$ cat config.mk
export PLATFORM = sky130hd
export DESIGN_NAME = alu_muldiv_seq_flat
export DESIGN_NICKNAME = d
export VERILOG_FILES = /design/src/rtl/alu_muldiv_seq_if.sv /design/src/rtl/alu_muldiv_seq.sv /design/src/flat_wrapper.sv
export SDC_FILE = /design/constraint.sdc
export NUM_CORES = 1
export LEC_CHECK = 0
export ABC_CLOCK_PERIOD_IN_PS = 2600
export CORE_MARGIN = 3
export CORE_UTILIZATION = 52
export CTS_CLUSTER_DIAMETER = 200
export DETAILED_ROUTE_END_ITERATION = 12
export HOLD_SLACK_MARGIN = 0.02
export PLACE_DENSITY = 0.77
export SLEW_MARGIN = 40
export SYNTH_ARGS = -nofsm -noshare
export SYNTH_HDL_FRONTEND = slang
export SYNTH_SLANG_ARGS = --single-unit
$ cat constraint.sdc
create_clock -name clk -period 2.6 [get_ports clk]
set_input_delay 0.39 -clock clk [delete_from_list [all_inputs] [get_ports clk]]
set_output_delay 0.39 -clock clk [all_outputs]
set_load 0.05 [all_outputs]
$ cat src/rtl/alu_muldiv_seq_if.sv
// Operand/result bus between the sequencer and alu_muldiv_seq.
// master: drives clk_en, i_start, i_abort, i_op, i_latch_flags, i_a, i_t;
//         observes o_busy, o_done, o_data, o_zero, o_carry, o_odd.
// slave : the multiply/divide unit itself.
interface alu_muldiv_seq_if #(
  parameter int WIDTH = 8
);
  logic             clk_en;
  logic             i_start;
  logic             i_abort;
  logic [1:0]       i_op;
  logic             i_latch_flags;
  logic [WIDTH-1:0] i_a;
  logic [WIDTH-1:0] i_t;
  logic             o_busy;
  logic             o_done;
  logic [WIDTH-1:0] o_data;
  logic             o_zero;
  logic             o_carry;
  logic             o_odd;

  modport master (
    output clk_en, i_start, i_abort, i_op, i_latch_flags, i_a, i_t,
    input  o_busy, o_done, o_data, o_zero, o_carry, o_odd
  );

  modport slave (
    input  clk_en, i_start, i_abort, i_op, i_latch_flags, i_a, i_t,
    output o_busy, o_done, o_data, o_zero, o_carry, o_odd
  );
endinterface

$ cat src/rtl/alu_muldiv_seq.sv
// Multi-cycle unsigned multiply / restoring divide, one bit per enabled clock.
// Ports:
//   clk  - system clock, rising edge
//   rst  - asynchronous active-high reset
//   bus  - alu_muldiv_seq_if.slave: clk_en, start/abort handshake, op select
//          (00 MUL, 01 MULH, 10 DIV, 11 MOD), operands i_a/i_t, busy/done,
//          registered result o_data and latched zero/carry/odd flags.
//
// state   | meaning
// IDLE    | waiting for i_start
// RUN     | iterating, WIDTH enabled cycles
// DONE    | result valid, o_done high for one enabled cycle
module alu_muldiv_seq #(
  parameter int WIDTH     = 8,
  parameter int CNT_WIDTH = $clog2(WIDTH) + 1
) (
  input logic             clk,
  input logic             rst,
  alu_muldiv_seq_if.slave bus
);

  typedef enum logic [1:0] {ST_IDLE, ST_RUN, ST_DONE} state_t;

  state_t               state_q, state_d;
  logic                 accept, finish;
  logic [CNT_WIDTH-1:0] cnt_q;
  logic [1:0]           op_q;
  logic [WIDTH-1:0]     a_q, t_q;
  logic                 latch_q;
  logic [2*WIDTH-1:0]   prod_q, prod_nx;
  logic [WIDTH:0]       mul_sum;
  logic [WIDTH-1:0]     quot_q, quot_nx;
  logic [WIDTH-1:0]     rem_q, rem_nx;
  logic [WIDTH:0]       rem_sh;
  logic [WIDTH-1:0]     div_diff;
  logic                 div_borrow;
  logic [WIDTH-1:0]     result;
  logic                 carry_res;
  logic [WIDTH-1:0]     data_q;
  logic                 zero_q, carry_q, odd_q;
  logic                 last_iter;

  assign last_iter = (cnt_q == CNT_WIDTH'(WIDTH - 1));

  always_ff @(posedge clk or posedge rst) begin
    if (rst) state_q <= ST_IDLE;
    else     state_q <= state_d;
  end

  always_comb begin
    state_d = state_q;
    accept  = 1'b0;
    finish  = 1'b0;
    if (bus.clk_en) begin
      case (state_q)
        ST_IDLE: begin
          if (bus.i_start) begin
            state_d = ST_RUN;
            accept  = 1'b1;
          end
        end
        ST_RUN: begin
          if (bus.i_abort) state_d = ST_IDLE;
          else if (last_iter) begin
            state_d = ST_DONE;
            finish  = 1'b1;
          end
        end
        ST_DONE: begin
          if (bus.i_abort) state_d = ST_IDLE;
          else if (bus.i_start) begin
            state_d = ST_RUN;
            accept  = 1'b1;
          end else state_d = ST_IDLE;
        end
        default: state_d = ST_IDLE;
      endcase
    end
  end

  // Shift-add step: multiplier sits in the low half and is consumed LSB first.
  assign mul_sum = {1'b0, prod_q[2*WIDTH-1:WIDTH]}
                 + {1'b0, (prod_q[0] ? a_q : {WIDTH{1'b0}})};
  assign prod_nx = {mul_sum, prod_q[WIDTH-1:1]};

  // Restoring step on the WIDTH+1-bit shifted remainder. When no borrow the
  // difference is below the divisor, so WIDTH bits hold it exactly. A zero
  // divisor never borrows, giving all-ones quotient and remainder = dividend.
  assign rem_sh     = {rem_q, quot_q[WIDTH-1]};
  assign div_borrow = (rem_sh < {1'b0, t_q});
  assign div_diff   = rem_sh[WIDTH-1:0] - t_q;
  assign rem_nx     = div_borrow ? rem_sh[WIDTH-1:0] : div_diff;
  assign quot_nx    = {quot_q[WIDTH-2:0], ~div_borrow};

  always_comb begin
    result = prod_nx[WIDTH-1:0];
    case (op_q)
      2'b00: result = prod_nx[WIDTH-1:0];
      2'b01: result = prod_nx[2*WIDTH-1:WIDTH];
      2'b10: result = quot_nx;
      2'b11: result = rem_nx;
      default: result = prod_nx[WIDTH-1:0];
    endcase
    carry_res = op_q[1] ? (t_q == {WIDTH{1'b0}}) : (|prod_nx[2*WIDTH-1:WIDTH]);
  end

  always_ff @(posedge clk or posedge rst) begin
    if (rst) begin
      cnt_q   <= '0;
      op_q    <= '0;
      a_q     <= '0;
      t_q     <= '0;
      latch_q <= 1'b0;
      prod_q  <= '0;
      quot_q  <= '0;
      rem_q   <= '0;
      data_q  <= '0;
      zero_q  <= 1'b0;
      carry_q <= 1'b0;
      odd_q   <= 1'b0;
    end else if (bus.clk_en) begin
      if (accept) begin
        cnt_q   <= '0;
        op_q    <= bus.i_op;
        a_q     <= bus.i_a;
        t_q     <= bus.i_t;
        latch_q <= bus.i_latch_flags;
        prod_q  <= {{WIDTH{1'b0}}, bus.i_t};
        quot_q  <= bus.i_a;
        rem_q   <= '0;
      end else if (state_q == ST_RUN && !bus.i_abort) begin
        cnt_q  <= cnt_q + CNT_WIDTH'(1);
        prod_q <= prod_nx;
        quot_q <= quot_nx;
        rem_q  <= rem_nx;
        if (finish) begin
          data_q <= result;
          if (latch_q) begin
            zero_q  <= (result == {WIDTH{1'b0}});
            carry_q <= carry_res;
            odd_q   <= result[0];
          end
        end
      end
    end
  end

  assign bus.o_busy  = (state_q == ST_RUN);
  assign bus.o_done  = (state_q == ST_DONE);
  assign bus.o_data  = data_q;
  assign bus.o_zero  = zero_q;
  assign bus.o_carry = carry_q;
  assign bus.o_odd   = odd_q;

endmodule

$ cat src/flat_wrapper.sv
// flat-port wrapper written by rule: the top's interface ports become plain ports
module alu_muldiv_seq_flat 
#(
  parameter int WIDTH     = 8,
  parameter int CNT_WIDTH = $clog2(WIDTH) + 1
)
  (clk, rst, bus_clk_en, bus_i_start, bus_i_abort, bus_i_op, bus_i_latch_flags, bus_i_a, bus_i_t, bus_o_busy, bus_o_done, bus_o_data, bus_o_zero, bus_o_carry, bus_o_odd);
  alu_muldiv_seq_if #(.WIDTH(WIDTH)) bus_i ();
  input logic clk;
  input logic rst;
  input wire logic [$bits(bus_i.clk_en)-1:0] bus_clk_en;
  input wire logic [$bits(bus_i.i_start)-1:0] bus_i_start;
  input wire logic [$bits(bus_i.i_abort)-1:0] bus_i_abort;
  input wire logic [$bits(bus_i.i_op)-1:0] bus_i_op;
  input wire logic [$bits(bus_i.i_latch_flags)-1:0] bus_i_latch_flags;
  input wire logic [$bits(bus_i.i_a)-1:0] bus_i_a;
  input wire logic [$bits(bus_i.i_t)-1:0] bus_i_t;
  output wire logic [$bits(bus_i.o_busy)-1:0] bus_o_busy;
  output wire logic [$bits(bus_i.o_done)-1:0] bus_o_done;
  output wire logic [$bits(bus_i.o_data)-1:0] bus_o_data;
  output wire logic [$bits(bus_i.o_zero)-1:0] bus_o_zero;
  output wire logic [$bits(bus_i.o_carry)-1:0] bus_o_carry;
  output wire logic [$bits(bus_i.o_odd)-1:0] bus_o_odd;
  assign bus_i.clk_en = bus_clk_en;
  assign bus_i.i_start = bus_i_start;
  assign bus_i.i_abort = bus_i_abort;
  assign bus_i.i_op = bus_i_op;
  assign bus_i.i_latch_flags = bus_i_latch_flags;
  assign bus_i.i_a = bus_i_a;
  assign bus_i.i_t = bus_i_t;
  assign bus_o_busy = bus_i.o_busy;
  assign bus_o_done = bus_i.o_done;
  assign bus_o_data = bus_i.o_data;
  assign bus_o_zero = bus_i.o_zero;
  assign bus_o_carry = bus_i.o_carry;
  assign bus_o_odd = bus_i.o_odd;
  alu_muldiv_seq #(.WIDTH(WIDTH), .CNT_WIDTH(CNT_WIDTH)) u_core (.clk(clk), .rst(rst), .bus(bus_i));
endmodule
==> impl_metrics.env <==
# implementation run metrics
export IMPL_outcome="finished with violations"
export IMPL_failed_checks="setup timing"
export IMPL_fin_util=0.741
export IMPL_fin_tns_setup_ps=-925
export IMPL_seq_power_mw=1.71
export IMPL_p_sw_mw=2.41
export IMPL_r2r_slack_ps=-300
export IMPL_cts_buffers=9
export IMPL_setup_viol=4
export IMPL_root_buffer="clkbuf_8"
export IMPL_first_pass_iters=6
export IMPL_synth_warnings=0
export IMPL_final_min_clock_period_ps=2900
export IMPL_relSlewSlack=0.484
export IMPL_grt_max_degree=69
export IMPL_syn_mean_instance_area_um2=9.66
export IMPL_synth_area_mm2=0.00378
export IMPL_min_path_type="in -> async"
export IMPL_area_leaders="dfrtp_1 (45%), nand2_1 (7.4%), ha_1 (5.6%), mux2_2 (4.2%), o21ai_0 (3.6%)"
export IMPL_grt_pass1_vias=3432
export IMPL_die_area_mm2=0.00832
export IMPL_use_met2=0.431
export IMPL_clockBufferDepth=2
export IMPL_setup_slack_ps=-299
export IMPL_fin_crit_sh=1.11
export IMPL_htree_levels=3
export IMPL_p_clk_mw=0.845
export IMPL_r2r_start="u_core.prod_q[0]$_DFFE_PP0P_"
export IMPL_critPathMaxFanout=5
export IMPL_drv_slew=0
export IMPL_final_cells=587
export IMPL_mostFrequentLayoutCells="nand2_1 (73), dfrtp_1 (68), buf_4 (61), clkdlybuf4s50_1 (36), o21ai_0 (25)"
export IMPL_internal_power_mw=3.63
export IMPL_wl_met1_mm=4.27
export IMPL_place_inst=562
export IMPL_reg2reg_to="u_core.bus.o_zero$_DFFE_PP0P_"
export IMPL_synth_adder_area_share=0.0669
export IMPL_synth_seq_cells=68
export IMPL_edf_count=0
export IMPL_yosys_area_top_type="dfrtp_1"
export IMPL_clk_latency_ps=350
export IMPL_vias_per_cell=5.95
## final cells by class
cell class | instances | area (um^2) | area share
sequential | 68 | 1700 | 0.332
inverter | 21 | 78.8 | 0.0154
clock buffer | 10 | 138 | 0.0269
multi-input combinational | 286 | 2130 | 0.416
tap | 96 | 120 | 0.0235
timing repair buffer | 103 | 912 | 0.178
clock inverter | 3 | 40.0 | 0.00782
## worst max-delay path, stage by stage (launching register included)
cell and delay, ps:
dfrtp_1 410, buf_6 150, nand2_4 70, inv_2 40, ha_4 200, a21o_1 190
a221o_1 350, nor2_1 170, xor2_1 270, o221a_2 260, nand2_1 60, or4_4 470
o31ai_2 170
## timing repair
action	4_1_cts	5_1_grt
endpoints found under the setup margin	5	7
setup buffers	7	6
hold buffers	0	0
pin swaps	5	6
resized	28	9
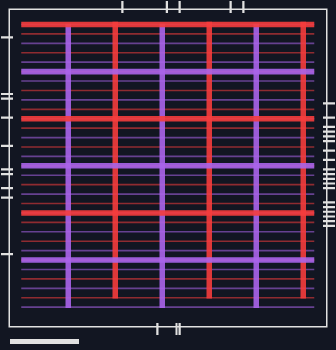
**Above:** floorplan with the power grid.
Bar = 20 um. Pins as bars on the die edge.
Purple marks VSS. Red marks VDD.
The core has 30 rows. 6 straps on met4. 6 straps on met5. 37 signal pins sit on the boundary.

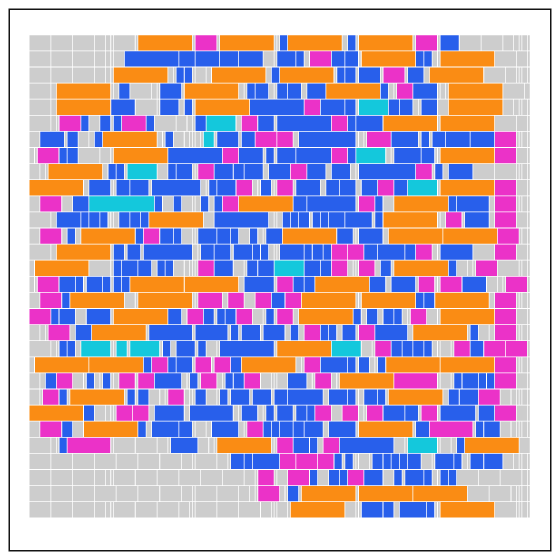
**Above:** cells coloured by class.
Fill, decap, tap and diode cells in grey.
Cyan marks clock drivers and dummy loads, cells 13, share of their area 3.6%. Blue marks all other logic, cells 307, share of their area 44%. Orange marks flip-flops, cells 68, share of their area 34%. Magenta marks other buffers and delay cells, cells 103, share of their area 18%.

